[config.mk]
export PLATFORM = sky130hd
export DESIGN_NAME = io_bridge
export DESIGN_NICKNAME = d
export VERILOG_FILES = /design/src/rtl/bridge_pkg.sv /design/src/rtl/bridge_timer.sv /design/src/rtl/io_bridge.sv
export SDC_FILE = /design/constraint.sdc
export NUM_CORES = 1
export LEC_CHECK = 0
export ABC_CLOCK_PERIOD_IN_PS = 15800
export CAP_MARGIN = 20
export CORE_ASPECT_RATIO = 2
export CORE_UTILIZATION = 29
export CTS_CLUSTER_DIAMETER = 30
export DETAILED_ROUTE_END_ITERATION = 8
export SETUP_SLACK_MARGIN = 0.3
export SLEW_MARGIN = 5
export SYNTH_ARGS = -nofsm -noshare
export SYNTH_HDL_FRONTEND = slang
export SYNTH_SLANG_ARGS = --single-unit
[constraint.sdc]
create_clock -name clk -period 15.8 [get_ports clk]
set_input_delay 4.74 -clock clk [delete_from_list [all_inputs] [get_ports clk]]
set_output_delay 4.74 -clock clk [all_outputs]
set_load 0.05 [all_outputs]
[src/rtl/bridge_pkg.sv]
// Shared definitions for the processor-side IO bridge and its interval timers.
package bridge_pkg;

    // Timer FSM state encoding
    typedef enum logic [1:0] {
        T_IDLE = 2'd0,
        T_LOAD = 2'd1,
        T_CNT  = 2'd2,
        T_INT  = 2'd3
    } tstate_e;

    // CTRL register bit positions
    localparam int CTRL_EN      = 0;
    localparam int CTRL_MODE_LO = 1;
    localparam int CTRL_MODE_HI = 2;
    localparam int CTRL_IM      = 3;

    // Only MODE == 01 reloads; 00 and 1x are one-shot
    localparam logic [1:0] MODE_RELOAD = 2'b01;

    // Word offsets inside a timer block
    localparam logic [1:0] OFF_CTRL   = 2'd0;
    localparam logic [1:0] OFF_PRESET = 2'd1;
    localparam logic [1:0] OFF_COUNT  = 2'd2;

    // CTRL fields, packed to match the bit positions above
    typedef struct packed {
        logic       im;
        logic [1:0] mode;
        logic       en;
    } ctrl_t;

endpackage

[src/rtl/bridge_timer.sv]
// One interval timer: CTRL/PRESET/COUNT registers, count FSM and local read mux.
module bridge_timer
    import bridge_pkg::*;
(
    input  logic        clk,
    input  logic        rst,
    input  logic        sel,
    input  logic        we,
    input  logic [1:0]  off,
    input  logic [31:0] wdata,
    output logic [31:0] rdata,
    output logic        irq
);

    tstate_e     state, nstate;
    ctrl_t       ctrl, nctrl, wctrl;
    logic [31:0] preset, count, ncount;
    logic        ctrl_wr, preset_wr;

    assign ctrl_wr   = sel & we & (off == OFF_CTRL);
    assign preset_wr = sel & we & (off == OFF_PRESET);
    assign wctrl     = ctrl_t'(wdata[CTRL_IM:CTRL_EN]);

    // Next-state: CPU CTRL writes win over FSM-driven CTRL updates
    always_comb begin
        nstate = state;
        nctrl  = ctrl_wr ? wctrl : ctrl;
        ncount = count;
        case (state)
            // Looks at the value being written so the EN write edge itself enters LOAD
            T_IDLE: if (nctrl.en) nstate = T_LOAD;
            T_LOAD: begin
                ncount = preset;
                nstate = T_CNT;
            end
            T_CNT: begin
                if (count == 32'd0) begin
                    nstate = T_INT;
                    if (ctrl.mode != MODE_RELOAD && !ctrl_wr) nctrl.en = 1'b0;
                end else begin
                    ncount = count - 32'd1;
                end
            end
            T_INT: begin
                if (ctrl_wr) begin
                    nstate = wctrl.en ? T_LOAD : T_IDLE;
                end else if (ctrl.mode == MODE_RELOAD) begin
                    // Reload folded into the INT exit so the period is PRESET+2
                    ncount = preset;
                    nstate = T_CNT;
                end
            end
            default: nstate = T_IDLE;
        endcase
        // Disabling from software stops everything and freezes COUNT
        if (ctrl_wr && !wctrl.en) begin
            nstate = T_IDLE;
            ncount = count;
        end
    end

    // Register state, CTRL, PRESET, COUNT and the IRQ (high only while in INT)
    always_ff @(posedge clk or posedge rst) begin
        if (rst) begin
            state  <= T_IDLE;
            ctrl   <= '0;
            preset <= '0;
            count  <= '0;
            irq    <= 1'b0;
        end else begin
            state  <= nstate;
            ctrl   <= nctrl;
            count  <= ncount;
            irq    <= (nstate == T_INT) & nctrl.im;
            if (preset_wr) preset <= wdata;
        end
    end

    // Local read mux; offset 3 and deselected reads return 0
    always_comb begin
        rdata = '0;
        if (sel) begin
            case (off)
                OFF_CTRL:   rdata = {28'd0, ctrl};
                OFF_PRESET: rdata = preset;
                OFF_COUNT:  rdata = count;
                default:    rdata = '0;
            endcase
        end
    end

endmodule

[src/rtl/io_bridge.sv]
// CPU peripheral-bus bridge: decodes two timers and a device window, builds HWInt.
module io_bridge
    import bridge_pkg::*;
#(
    parameter logic [29:0] T0_BASE  = 30'h0000_1FC0,
    parameter logic [29:0] T1_BASE  = 30'h0000_1FC4,
    parameter logic [29:0] DEV_BASE = 30'h0000_1FC8
)(
    input  logic        clk,
    input  logic        rst,
    input  logic [29:0] PrAddr,
    input  logic [31:0] PrWD,
    input  logic        IOWrite,
    output logic [31:0] PrRD,
    output logic [7:2]  HWInt,
    output logic [2:0]  DevAddr,
    output logic [31:0] DevWD,
    output logic        DevWe,
    input  logic [31:0] DevRD,
    input  logic        DevIrq
);

    localparam int NUM_TIMERS = 2;
    localparam logic [NUM_TIMERS-1:0][29:0] TBASE = {T1_BASE, T0_BASE};

    logic [NUM_TIMERS-1:0]       t_sel, t_irq;
    logic [NUM_TIMERS-1:0][31:0] t_rdata;
    logic                        dev_hit;

    genvar i;
    generate
        for (i = 0; i < NUM_TIMERS; i++) begin : g_tmr
            assign t_sel[i] = (PrAddr[29:2] == TBASE[i][29:2]);
            bridge_timer u_tmr (
                .clk   (clk),
                .rst   (rst),
                .sel   (t_sel[i]),
                .we    (IOWrite),
                .off   (PrAddr[1:0]),
                .wdata (PrWD),
                .rdata (t_rdata[i]),
                .irq   (t_irq[i])
            );
        end
    endgenerate

    assign dev_hit = (PrAddr[29:3] == DEV_BASE[29:3]);
    assign DevAddr = PrAddr[2:0];
    assign DevWD   = PrWD;
    assign DevWe   = IOWrite & dev_hit & ~rst;

    // Read-back mux; anything unmapped reads 0
    always_comb begin
        PrRD = '0;
        for (int k = 0; k < NUM_TIMERS; k++)
            if (t_sel[k]) PrRD = t_rdata[k];
        if (dev_hit) PrRD = DevRD;
    end

    assign HWInt = {3'b000, DevIrq & ~rst, t_irq[1], t_irq[0]};

endmodule
==> results.sh, run 1 <==
# source this file to load flow results
export IMPL_status="complete, but fails checks"
export IMPL_violations="design-rule violations"
export IMPL_ys_async_sr_fraction_pct=100
export IMPL_routed_via_density=5.76
export IMPL_synth_flops=142
export IMPL_cts_tree="built"
export IMPL_p_clk_uw=394
export IMPL_timing_critical_path_to_type="primary output"
export IMPL_vias=8453
export IMPL_die_w_um=126
export IMPL_placed_area_sq_mm=0.0105
export IMPL_dpl_worst_slack_ns=2.44
export IMPL_powerSeq_uw=364
export IMPL_power_density_mw_per_mm2=76.8
export IMPL_comb_cell_power_uw=92.3
export IMPL_utilization_pct=36.8
export IMPL_seqCellArea_sq_mm=0.00355
export IMPL_cp_max_fo=36
export IMPL_timing_fmax_mhz=74.6
export IMPL_syn_to_final_growth_pct=25.1
export IMPL_layout_setup_ws_ns=2.39
export IMPL_pwr_share_seq_pct=42.8
export IMPL_arrival_ns=8.67
export IMPL_drv_cap=0
export IMPL_cts_hold_buf=0
export IMPL_drc=4
export IMPL_gp_congestion=0.863
export IMPL_worstMarginPinSlew_ns=0.925
export IMPL_p_switching_uw=211
export IMPL_fp_dieH_um=249
export IMPL_antenna_found_initial=0
export IMPL_drive_above_1_share_pct=12.1
export IMPL_cp_slowest_cell="clkdlybuf4s50_1"
export IMPL_setup_viol=0
export IMPL_fin_nets=1188
export IMPL_portBuffers=168
export IMPL_post_cts_buffers=0
export IMPL_overflow=0
export IMPL_lay_top_count="clkdlybuf4s50_1"
run 1: worst paths after layout:
check | startpoint | to | depth (start not counted)
min in group asynchronous | rst | g_tmr[1].u_tmr.preset[28] | 2
worst max register to register | g_tmr[0].u_tmr.count[7] | g_tmr[0].u_tmr.count[15] | 7
worst min register to register | g_tmr[1].u_tmr.ctrl[1] | g_tmr[1].u_tmr.ctrl[1] | 2
worst max-delay path | PrAddr[0] | PrRD[6] | 8
worst min-delay path | g_tmr[1].u_tmr.ctrl[1] | g_tmr[1].u_tmr.ctrl[1] | 2
max in group asynchronous | rst | g_tmr[0].u_tmr.count[4] | 3
run 1: metal layers:
layer / share of wire [%] / routed length [um]
met2: 52 / 16300
met4: 3.9 / 1210
met1: 39 / 12100
met5: 0 / 0
met3: 4.8 / 1500
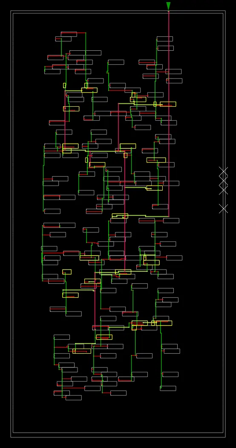
Run 1: clock nets
clock buffer count in the final layout: 24
Clock Skew: 0.00675 ns
clock sink count: 142
TritonCTS buffer count: 17
clk latency late pin: 0.43 ns

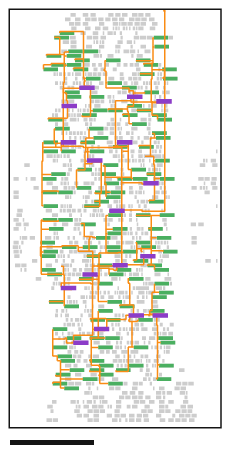
Run 1: clock network drawn from the DEF
Scale bar: 50 um.
[green] flip-flops | count: 142
[orange] clock wires | length: 2060 um
[purple] clock drivers | count: 17
routed clock nets: 18

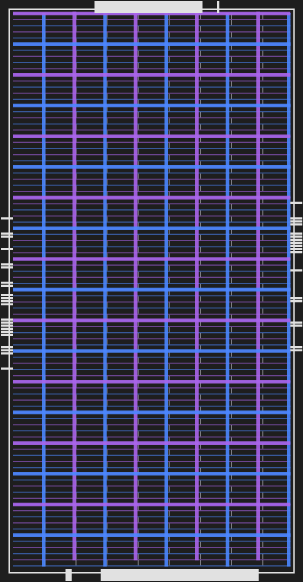
Run 1: power grid
Pins as bars on the die edge. Tap cells in grey.
| colour | net |
|---|---|
| blue | VSS |
| purple | VDD |
rows: 90
met5 straps: 18
met1 rails: 91

Run 1, placement by cell class:
Scale bar: 50 um.
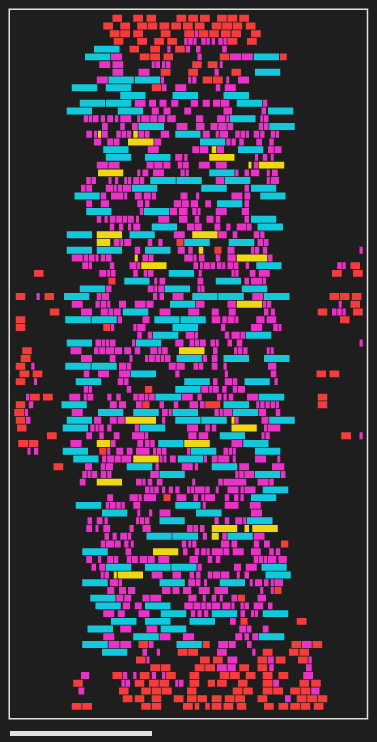

## Run 2: what changed since run 1
--- a/config.mk
+++ b/config.mk
@@ -5,7 +5,7 @@
 export SDC_FILE = /design/constraint.sdc
 export NUM_CORES = 1
 export LEC_CHECK = 0
-export ABC_CLOCK_PERIOD_IN_PS = 15800
+export ABC_CLOCK_PERIOD_IN_PS = 13100
 export CAP_MARGIN = 20
 export CORE_ASPECT_RATIO = 2
 export CORE_UTILIZATION = 29
==> constraint.sdc (replaced) <==
create_clock -name clk -period 13.1 [get_ports clk]
set_input_delay 3.93 -clock clk [delete_from_list [all_inputs] [get_ports clk]]
set_output_delay 3.93 -clock clk [all_outputs]
set_load 0.05 [all_outputs]
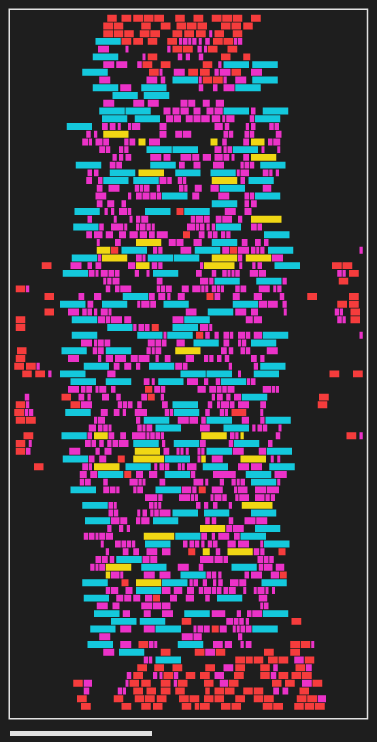
Run 2: placement by cell class
Scale bar: 50 um.
| colour | class | cells |
|---|---|---|
| yellow | clock drivers and dummy loads | 32 |
| red | other buffers and delay cells | 189 |
| magenta | combinational and other logic | 743 |
| cyan | flops | 142 |

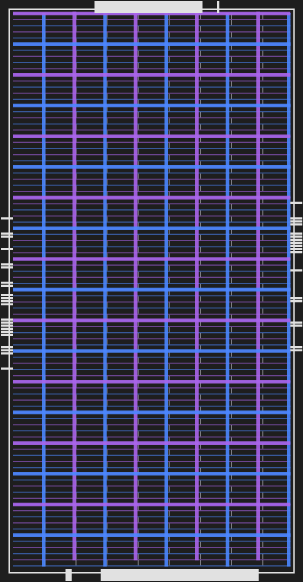
Run 2: power grid
Pins as bars on the die edge. Tap cells in grey.
| colour | net |
|---|---|
| blue | VSS |
| purple | VDD |
met5 straps: 18
signal pins: 172
tap cells: 368
met4 straps: 9

==> run 2 against run 1 <==
  * The flow still finishes with violations (design-rule violations)
  * Global-route usage is 0.11 points higher
  * Clock power is about 40% higher
  * Utilization is 0.48 points higher
  * Worst hold slack worse by 0.014 ns
  * Combinational power is 22% higher
  * Register-to-register slack worse by 2.6 ns
  * Via count is 0.70% higher
  * Die size stayed put
  * First-iteration DRC count is 2.0% higher
  * Critical path type unchanged
  * Critical endpoint unchanged
  * Largest cell class unchanged
  * Highest routed layer unchanged
==> results.sh, run 2 <==
# source this file to load flow results
export IMPL_p_switching_uw=264
export IMPL_comb_cell_power_uw=113
export IMPL_routed_via_density=5.77
export IMPL_utilization_pct=37.3
export IMPL_fp_util_pct=29.4
export IMPL_max_stage_delay_ns=0.91
export IMPL_clockBufferDepth=2
export IMPL_irDropWorstVdd_mv=0.0908
export IMPL_synthAoiAreaFrac_pct=25.4
export IMPL_vias=8512
export IMPL_r2r_worst_path_cells=9
export IMPL_cp_max_fo=28
export IMPL_setup_viol=0
export IMPL_drc=4
export IMPL_cts_hold_buf=0
export IMPL_drive_above_1_share_pct=12.9
export IMPL_pwr_share_seq_pct=39.7
export IMPL_rsz0062_at_grt="no"
export IMPL_lay_top_count="clkdlybuf4s50_1"
export IMPL_met3_length_um=1310
export IMPL_die_w_um=126
export IMPL_syn_to_final_growth_pct=26.7
export IMPL_arrival_ns=7.51
export IMPL_clock_skew_ns=0.00999
export IMPL_use_met3_pct=2.51
export IMPL_wl_met1_um=12200
export IMPL_cts_tree="built"
export IMPL_portBuffers=168
export IMPL_drv_cap=0
export IMPL_worstMarginPinSlew_ns=0.984
export IMPL_powerSeq_uw=439
export IMPL_overflow=0
export IMPL_power_group_top="clock"
export IMPL_post_cts_buffers=0
export IMPL_hold_end="g_tmr[1].u_tmr.ctrl[1]"
export IMPL_grt_max_degree=82
export IMPL_r2r_end="g_tmr[0].u_tmr.count[15]"
export IMPL_layout_setup_ws_ns=1.66
export IMPL_synth_flops=142
export IMPL_top_layer="met4"
export IMPL_crit_reg2reg_launch="g_tmr[0].u_tmr.count[0]"
export IMPL_rows=90
export IMPL_p_clk_uw=553
export IMPL_antenna_found_initial=0
export IMPL_timing_fmax_mhz=87.4
export IMPL_dp_final_hpwl_um=22400
export IMPL_clk_latency_ns=0.44
export IMPL_fp_dieH_um=249
export IMPL_p_int_uw=841
export IMPL_ys_sh_mux_pct=9.68
export IMPL_timing_critical_path_to_type="primary output"
export IMPL_min_from="g_tmr[1].u_tmr.ctrl[1]"
export IMPL_power_density_mw_per_mm2=98.6
export IMPL_hold_path_depth=2
export IMPL_grt_pass1_wl_um=48700
export IMPL_placed_area_sq_mm=0.0105
export IMPL_grt_pass1_vias=8236
export IMPL_crit_path_end="PrRD[6]"
export IMPL_warnings=26
export IMPL_dpl_worst_slack_ns=1.66
export IMPL_cts_made_buffers=17
export IMPL_wl_met2_um=16600
export IMPL_ys_async_sr_fraction_pct=100
export IMPL_violations="design-rule violations"
export IMPL_synth_main_ff_cell="dfrtp_1"
export IMPL_fin_nets=1193
export IMPL_path_depth=8
export IMPL_crit_path_start="PrAddr[1]"
export IMPL_drt_iter0_markers=677
export IMPL_met2_usage_pct=36.5
export IMPL_gp_congestion=0.854
export IMPL_cp_slowest_cell="clkdlybuf4s50_1"
export IMPL_cts_sink_count=142
export IMPL_status="complete, but fails checks"
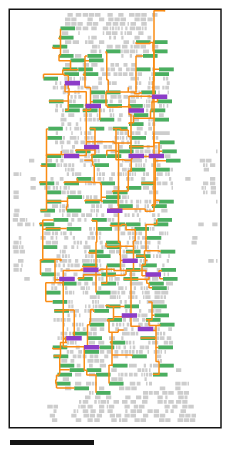
Run 2: clock network drawn from the DEF
Scale bar: 50 um.
[purple] clock drivers | count: 17
[orange] clock wires | length: 2090 um
[green] flip-flops | count: 142
routed clock nets: 18

run 2: cell counts after synthesis:
Identical to the previous run, type by type.
run 2: final cells by class:
class	instances	area, sq um	share of cell area, %
Clock buffer	22	484	4.32
Clock inverter	10	183	1.63
Inverter	12	50.0	0.446
Multi-Input combinational cell	731	4640	41.4
Sequential cell	142	3550	31.7
Tap cell	368	460	4.11
Timing Repair Buffer	189	1840	16.4
run 2: worst register-to-register path, stage by stage (launching register included):
cell and delay (ns):
dfrtp_1 0.44, inv_1 0.13, ha_1 0.28, nor4b_1 0.43, nand3_1 0.44, or4_4 0.58
nand3_1 0.38, buf_8 0.25, nor2_1 0.08, o22a_1 0.17
Power figures rest on the tool's default switching activity, not on a simulated workload.
